## config.mk

```make
export PLATFORM = sky130hd
export DESIGN_NAME = series_datapath_flat
export DESIGN_NICKNAME = d
export VERILOG_FILES = /design/src/rtl/series_datapath_if.sv /design/src/rtl/series_datapath.sv /design/src/flat_wrapper.sv
export SDC_FILE = /design/constraint.sdc
export NUM_CORES = 1
export LEC_CHECK = 0
export ABC_AREA = 1
export CAP_MARGIN = 5
export CORE_MARGIN = 2
export CORE_UTILIZATION = 30
export CTS_CLUSTER_SIZE = 24
export DETAILED_ROUTE_END_ITERATION = 10
export GPL_TIMING_DRIVEN = 0
export PLACE_DENSITY_LB_ADDON = 0.12
export SLEW_MARGIN = 20
export SYNTH_ARGS = -nofsm -noshare
export SYNTH_HDL_FRONTEND = slang
export SYNTH_SLANG_ARGS = --single-unit
```

## constraint.sdc

```tcl
create_clock -name clk -period 10.92 [get_ports clk]
set_input_delay 1.092 -clock clk [delete_from_list [all_inputs] [get_ports clk]]
set_output_delay 1.092 -clock clk [all_outputs]
set_load 0.01 [all_outputs]
```

## src/rtl/series_datapath_if.sv

```systemverilog
// Control/status bus between the series FSM controller (master) and the datapath (slave).
// Latency: none; this is a bundle of wires only.
// Backpressure: none; the controller issues one command set per clock and the datapath always accepts it.
interface series_datapath_if #(
    parameter int WIDTH = 16,
    parameter int CNT_W = 4
);
    // operands and threshold
    logic [WIDTH-1:0] x_in;
    logic [WIDTH-1:0] y_in;
    // register-transfer commands
    logic             initt;
    logic             initr;
    logic             initc;
    logic             ld_x;
    logic             ld_y;
    logic             ld_t;
    logic             ld_r;
    logic             cnt;
    logic             s2;
    logic             s1;
    logic             s0;
    logic             mode;
    // status back to the controller / observers
    logic             lt;
    logic [WIDTH-1:0] result;
    logic [CNT_W-1:0] count;

    modport master (
        output x_in, y_in, initt, initr, initc, ld_x, ld_y, ld_t, ld_r, cnt,
               s2, s1, s0, mode,
        input  lt, result, count
    );

    modport slave (
        input  x_in, y_in, initt, initr, initc, ld_x, ld_y, ld_t, ld_r, cnt,
               s2, s1, s0, mode,
        output lt, result, count
    );
endinterface

```

## src/rtl/series_datapath.sv

```systemverilog
// Series engine datapath: x, y, term t, accumulator r, counter c; one register transfer per clock.
// Latency: result/count update 1 cycle after ld_r/cnt; lt is combinational from the registers.
// Backpressure: none; every command is executed on the edge it is presented. SERIES_SAT_EN selects saturation.
module series_datapath #(
    parameter int WIDTH    = 16,
    parameter int FRAC     = 8,
    parameter int CNT_W    = 4,
    parameter int MAX_ITER = 15
) (
    input  logic         clk,
    input  logic         rst,
    series_datapath_if.slave bus
);

    localparam logic [WIDTH-1:0] ONE  = WIDTH'(1) << FRAC;
    localparam logic [WIDTH-1:0] SMAX = {1'b0, {(WIDTH-1){1'b1}}};
    localparam logic [WIDTH-1:0] SMIN = {1'b1, {(WIDTH-1){1'b0}}};
    localparam logic [CNT_W-1:0] CMAX = {CNT_W{1'b1}};

    logic [WIDTH-1:0] x;
    logic [WIDTH-1:0] y;
    logic [WIDTH-1:0] t;
    logic [WIDTH-1:0] r;
    logic [CNT_W-1:0] c;

    logic [2:0]       sel;
    logic [WIDTH-1:0] term;
    logic [WIDTH-1:0] prod_val;
    logic [WIDTH-1:0] sum_val;

    assign sel = {bus.s2, bus.s1, bus.s0};

    // Full-precision signed product of sign-extended operands, rescaled back to Q format.
    logic signed [2*WIDTH-1:0] prod;
    logic signed [2*WIDTH-1:0] prod_sh;
    assign prod    = $signed({{WIDTH{t[WIDTH-1]}}, t}) * $signed({{WIDTH{x[WIDTH-1]}}, x});
    assign prod_sh = prod >>> FRAC;

    // One guard bit is enough to see accumulator overflow for a single add/subtract.
    logic [WIDTH:0] sum;
    assign sum = bus.mode ? ({r[WIDTH-1], r} - {t[WIDTH-1], t})
                          : ({r[WIDTH-1], r} + {t[WIDTH-1], t});

    // Upper product bits and the guard bit only matter when saturating.
    logic unused_bits;
    assign unused_bits = ^{prod_sh[2*WIDTH-1:WIDTH], sum[WIDTH]};

`ifdef SERIES_SAT_EN
    logic prod_ovf;
    logic sum_ovf;
    // Product overflows when the discarded high bits are not a sign extension of the kept MSB.
    assign prod_ovf = (|prod_sh[2*WIDTH-1:WIDTH-1]) && !(&prod_sh[2*WIDTH-1:WIDTH-1]);
    assign sum_ovf  = sum[WIDTH] ^ sum[WIDTH-1];

    // Clamp product and accumulator to the signed range on overflow.
    always_comb begin
        prod_val = prod_sh[WIDTH-1:0];
        sum_val  = sum[WIDTH-1:0];
        if (prod_ovf) prod_val = prod_sh[2*WIDTH-1] ? SMIN : SMAX;
        if (sum_ovf)  sum_val  = sum[WIDTH] ? SMIN : SMAX;
    end
`else
    // Plain two's-complement wrap: keep the low WIDTH bits.
    always_comb begin
        prod_val = prod_sh[WIDTH-1:0];
        sum_val  = sum[WIDTH-1:0];
    end
`endif

    // Term mux: next value for t as selected by the controller.
    always_comb begin
        term = t;
        case (sel)
            3'b000:  term = prod_val;
            3'b001:  term = {t[WIDTH-1], t[WIDTH-1:1]};
            3'b010:  term = -t;
            3'b011:  term = x;
            3'b100:  term = y;
            default: term = t;
        endcase
    end

    // Register transfers; init commands take priority over load/count on the same edge.
    always_ff @(posedge clk or negedge rst) begin
        if (!rst) begin
            x <= '0;
            y <= '0;
            t <= '0;
            r <= '0;
            c <= '0;
        end else begin
            if (bus.ld_x) x <= bus.x_in;
            if (bus.ld_y) y <= bus.y_in;

            if (bus.initt)     t <= ONE;
            else if (bus.ld_t) t <= term;

            if (bus.initr)     r <= '0;
            else if (bus.ld_r) r <= sum_val;

            if (bus.initc)                  c <= '0;
            else if (bus.cnt && (c != CMAX)) c <= c + 1'b1;
        end
    end

    // Loop-exit flag: |t| at WIDTH+1 bits so the most negative t still has a valid magnitude.
    logic [WIDTH:0] t_abs;
    logic           mag_below;
    logic           cnt_done;
    assign t_abs     = t[WIDTH-1] ? -{1'b1, t} : {1'b0, t};
    assign mag_below = $signed(t_abs) < $signed({y[WIDTH-1], y});
    assign cnt_done  = {1'b0, c} >= (CNT_W+1)'(MAX_ITER);

    assign bus.lt     = mag_below || cnt_done;
    assign bus.result = r;
    assign bus.count  = c;

endmodule

```

## src/flat_wrapper.sv

```systemverilog
// flat-port wrapper written by rule: the top's interface ports become plain ports
module series_datapath_flat 
#(
    parameter int WIDTH    = 16,
    parameter int FRAC     = 8,
    parameter int CNT_W    = 4,
    parameter int MAX_ITER = 15
)
  (clk, rst, bus_x_in, bus_y_in, bus_initt, bus_initr, bus_initc, bus_ld_x, bus_ld_y, bus_ld_t, bus_ld_r, bus_cnt, bus_s2, bus_s1, bus_s0, bus_mode, bus_lt, bus_result, bus_count);
  series_datapath_if #(.WIDTH(WIDTH), .CNT_W(CNT_W)) bus_i ();
  input  logic clk;
  input  logic rst;
  input wire logic [$bits(bus_i.x_in)-1:0] bus_x_in;
  input wire logic [$bits(bus_i.y_in)-1:0] bus_y_in;
  input wire logic [$bits(bus_i.initt)-1:0] bus_initt;
  input wire logic [$bits(bus_i.initr)-1:0] bus_initr;
  input wire logic [$bits(bus_i.initc)-1:0] bus_initc;
  input wire logic [$bits(bus_i.ld_x)-1:0] bus_ld_x;
  input wire logic [$bits(bus_i.ld_y)-1:0] bus_ld_y;
  input wire logic [$bits(bus_i.ld_t)-1:0] bus_ld_t;
  input wire logic [$bits(bus_i.ld_r)-1:0] bus_ld_r;
  input wire logic [$bits(bus_i.cnt)-1:0] bus_cnt;
  input wire logic [$bits(bus_i.s2)-1:0] bus_s2;
  input wire logic [$bits(bus_i.s1)-1:0] bus_s1;
  input wire logic [$bits(bus_i.s0)-1:0] bus_s0;
  input wire logic [$bits(bus_i.mode)-1:0] bus_mode;
  output wire logic [$bits(bus_i.lt)-1:0] bus_lt;
  output wire logic [$bits(bus_i.result)-1:0] bus_result;
  output wire logic [$bits(bus_i.count)-1:0] bus_count;
  assign bus_i.x_in = bus_x_in;
  assign bus_i.y_in = bus_y_in;
  assign bus_i.initt = bus_initt;
  assign bus_i.initr = bus_initr;
  assign bus_i.initc = bus_initc;
  assign bus_i.ld_x = bus_ld_x;
  assign bus_i.ld_y = bus_ld_y;
  assign bus_i.ld_t = bus_ld_t;
  assign bus_i.ld_r = bus_ld_r;
  assign bus_i.cnt = bus_cnt;
  assign bus_i.s2 = bus_s2;
  assign bus_i.s1 = bus_s1;
  assign bus_i.s0 = bus_s0;
  assign bus_i.mode = bus_mode;
  assign bus_lt = bus_i.lt;
  assign bus_result = bus_i.result;
  assign bus_count = bus_i.count;
  series_datapath #(.WIDTH(WIDTH), .FRAC(FRAC), .CNT_W(CNT_W), .MAX_ITER(MAX_ITER)) u_core (.clk(clk), .rst(rst), .bus(bus_i));
endmodule
```

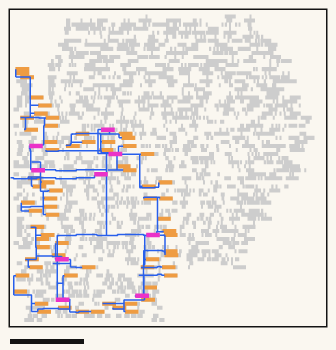
(clock distribution)
Scale bar: 50 um.
- clock wires: blue (length 1180 um)
- clock drivers: magenta (count 9)
- flip-flops: orange (count 68)
- routed clock nets: 10
Clock Latency Late Sink: 0.36 ns
skew final: 0.00860 ns

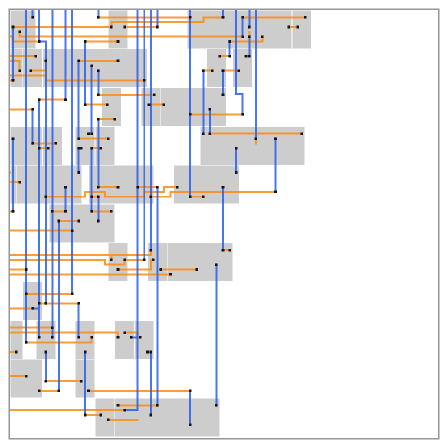
(close-up of the layout)
Region (144, 38) to (174, 68) um. Cells in grey, sequential cells in the stronger grey; small squares are vias.
- metal 1: orange
- metal 2: blue
- sequential cells in the window: 0
- most frequent: inv_1 (14), ha_1 (6), nand2_1 (5)
- cells with their middle in the window: 31

==> out/results.tsv <==
metric	value	unit
status	complete, no violations	
number of enable flip-flop cells	0	
Hold WC Path Type	reg2reg	
Filler Cell Count	4754	
post-route ant nets	0	
CTS tree	yes	
actual slew at the worst max-slew pin	0.989	ns
clock root buffer	clkbuf_16	
worst-case reg-to-reg path depth	24	
Max Cap Viol	0	
Synth top cells by count	nand2_1, inv_1, fa_1	
Synthesized registers	68	
Top-Level Pins	67	
Global Route Usage Sum	19.8	%
final WL	42300	um
cell type with the largest total area	fa_1	
clk slew on worst S/H paths	0.06	ns
sequential share of the synthesized area	13.1	%
hold path depth	2	
total number of vias	11600	
FP Rows	76	
fin crit share	64.9	%
cts bufs inserted	9	
max incr delay on CP	0.67	ns
setup repair bufs after CTS	0	
Post-Syn Instances	1840	
Port Buffers	64	
area delta synth->final	13.4	%
Setup Viol. Count Final	0	
hold_buf cts	0	
Final Wtd Congestion	0.879	
flop-to-flop setup slack	3.83	ns
H-Tree Level Count	3	
yosys stat area	13000	um^2
top cells by area	fa_1, nand2_1, inv_1	
initial drt markers	730	
CP arrival	7.33	ns
largest net degree at the start of global routing	45	
Post-Route Setup TNS	0	ns
die span in x	212	um
Die Height	212	um
dpl hpwl	35600	um
Core ar.	43000	um^2
dominant cell by count in the synthesized netlist	nand2_1	
yosys cell count	1840	
critical path type	reg2reg	
syn nets	2177	
worst path required time	11.16	ns
Final #Nets	2253	
Reg-to-Reg Start	u_core.t[5]$_DFFE_PN0P_	
crit path capture	u_core.t[15]$_DFFE_PN0P_	
critical-path cell list	clkbuf_1 -> clkbuf_1 -> nand2_1 -> fa_1 -> inv_1 -> fa_1 -> inv_1 -> fa_1 -> inv_1 -> fa_1 -> fa_1 -> inv_1 -> fa_1 -> inv_1 -> ha_1 -> a21oi_1 -> o21ai_0 -> a21oi_1 -> or2_2 -> nand3_1 -> nand3_1 -> nand3_1 -> nand2_1 -> nand2_1	
minimum clock period	7.09	ns
ant diodes	0	
routed len/inst	16.9	um
DRC	0	
crit path launch type	flip-flop	
relative slew slack	34.0	%
Critical Path Most Common Cell	fa_1	
initial antenna violation count	0	
Setup crit end kind	flip-flop	
Via density	4.63	
GR Overflow Total	0	
global-route wire length before repair	67800	um
First-pass DRT Iterations	6	
worst hold path endpoint	u_core.bus.result[12]$_DFFE_PN0P_	
Hold Vio Cnt, Final	0	
RSZ-0062 raised after global routing	no	
CP max FO	10	
Avg Inst Size Synth	7.09	um^2
Async SR Flop Fraction	100	%
CTS resizes	0	
distinct lib cells	44	
Finished Core Util	34.4	%
Clock Path Buffers	2	
FP Util	30.3	%
Slew Viols, Final	0	
number of global-route vias before repair	11900	
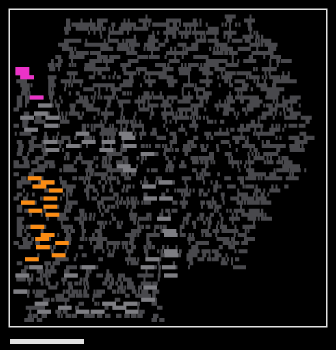
(where the registers sit)
Scale bar: 50 um. Other sequential cells in the stronger grey, the rest of the logic in the fainter grey.
- u_core.bus.count: magenta (flops 4; where upper left)
- u_core.y: orange (flops 16)
flop share of the area: 11.5%
flip-flop and latch area: 1700 um^2

-- worst max-delay path, delay by kind of cell, from the launching register on --
| family | cells | cell delay, ns |
|---|---|---|
| buffers and inverters | 7 | 1.55 |
| AOI/OAI and AO/OA | 3 | 0.65 |
| DFF | 1 | 0.40 |
| and+or+nand+nor | 7 | 0.83 |
| adders and majority gates | 7 | 3.52 |
-- through the flow --
| stage | std cells | worst slack (ns) | instance area [um^2] | hold WS (ns) |
|---|---|---|---|---|
| floorplan | 1840 | 5.26 | 13000 | 0.502 |
| global route | 2506 | 3.45 | 14800 | 0.554 |
| detailed placement | 2490 | 3.86 | 14400 | 0.512 |
| CTS | 2506 | 3.81 | 14800 | 0.531 |
| finish | 2506 | 3.83 | 14800 | 0.526 |
| global placement | 2489 | 3.85 | 14400 | 0.518 |
-- final cells by class --
type | instances | area [um^2] | share of cell area (%)
repair buffers | 65 | 666 | 4.50
well taps | 585 | 732 | 4.95
multi-input cells | 1204 | 9170 | 62.0
clock buffers | 12 | 256 | 1.73
clock inverters | 4 | 95.1 | 0.643
plain buffers | 73 | 304 | 2.06
inverters | 495 | 1860 | 12.6
flip-flops and latches | 68 | 1700 | 11.5
-- placed cells by master (no fill, tap or decap), types with 3 or more instances in the layout --
master	instances
a211oi_1	7
a21o_1	3
a21oi_1	55
a221oi_1	6
a31oi_1	3
buf_1	4
buf_2	8
bufinv_16	3
clkbuf_1	58
clkbuf_16	9
clkdlybuf4s50_1	63
clkinv_1	3
dfrtp_1	68
fa_1	187
ha_1	104
inv_1	488
inv_2	4
mux2_2	5
nand2_1	504
nand3_1	71
nand4_1	13
nor2_1	59
nor3_1	13
nor4_1	3
o21ai_0	101
o21ai_1	14
o21bai_1	4
o22ai_1	16
o311ai_1	3
or2_2	4
xnor2_1	3
xor2_1	9
-- layer usage --
layer | vias up | wire length [um] | GRT usage [%] | share of wire [%]
li1 | 5647 | - | - | -
met1 | 5639 | 19700 | 27.4 | 47
met2 | 274 | 20000 | 33.3 | 47
met3 | 48 | 1650 | 1.85 | 3.9
met4 | 0 | 997 | 4.92 | 2.4
met5 | - | 0 | 0 | 0
-- cell families (layout without fill, tap and decap cells) --
family | Yosys count | after routing | synth area share, %
other | 1 | 1 | 0.0288
multiplexers | 5 | 5 | 0.432
buffers and inverters | 568 | 649 | 16.6
AND-OR/OR-AND | 219 | 219 | 9.29
adder cells (fa/ha/maj) | 291 | 291 | 38.7
flip-flops | 68 | 68 | 13.1
AND/OR/NAND/NOR | 676 | 676 | 21.1
XOR/XNOR | 12 | 12 | 0.806
-- registers in the layout, indices dropped and copies added (netlist names) --
| register | count |
|---|---|
| u_core.t | 16 |
| u_core.bus.result | 16 |
| u_core.x | 16 |
| u_core.bus.count | 4 |
| u_core.y | 16 |
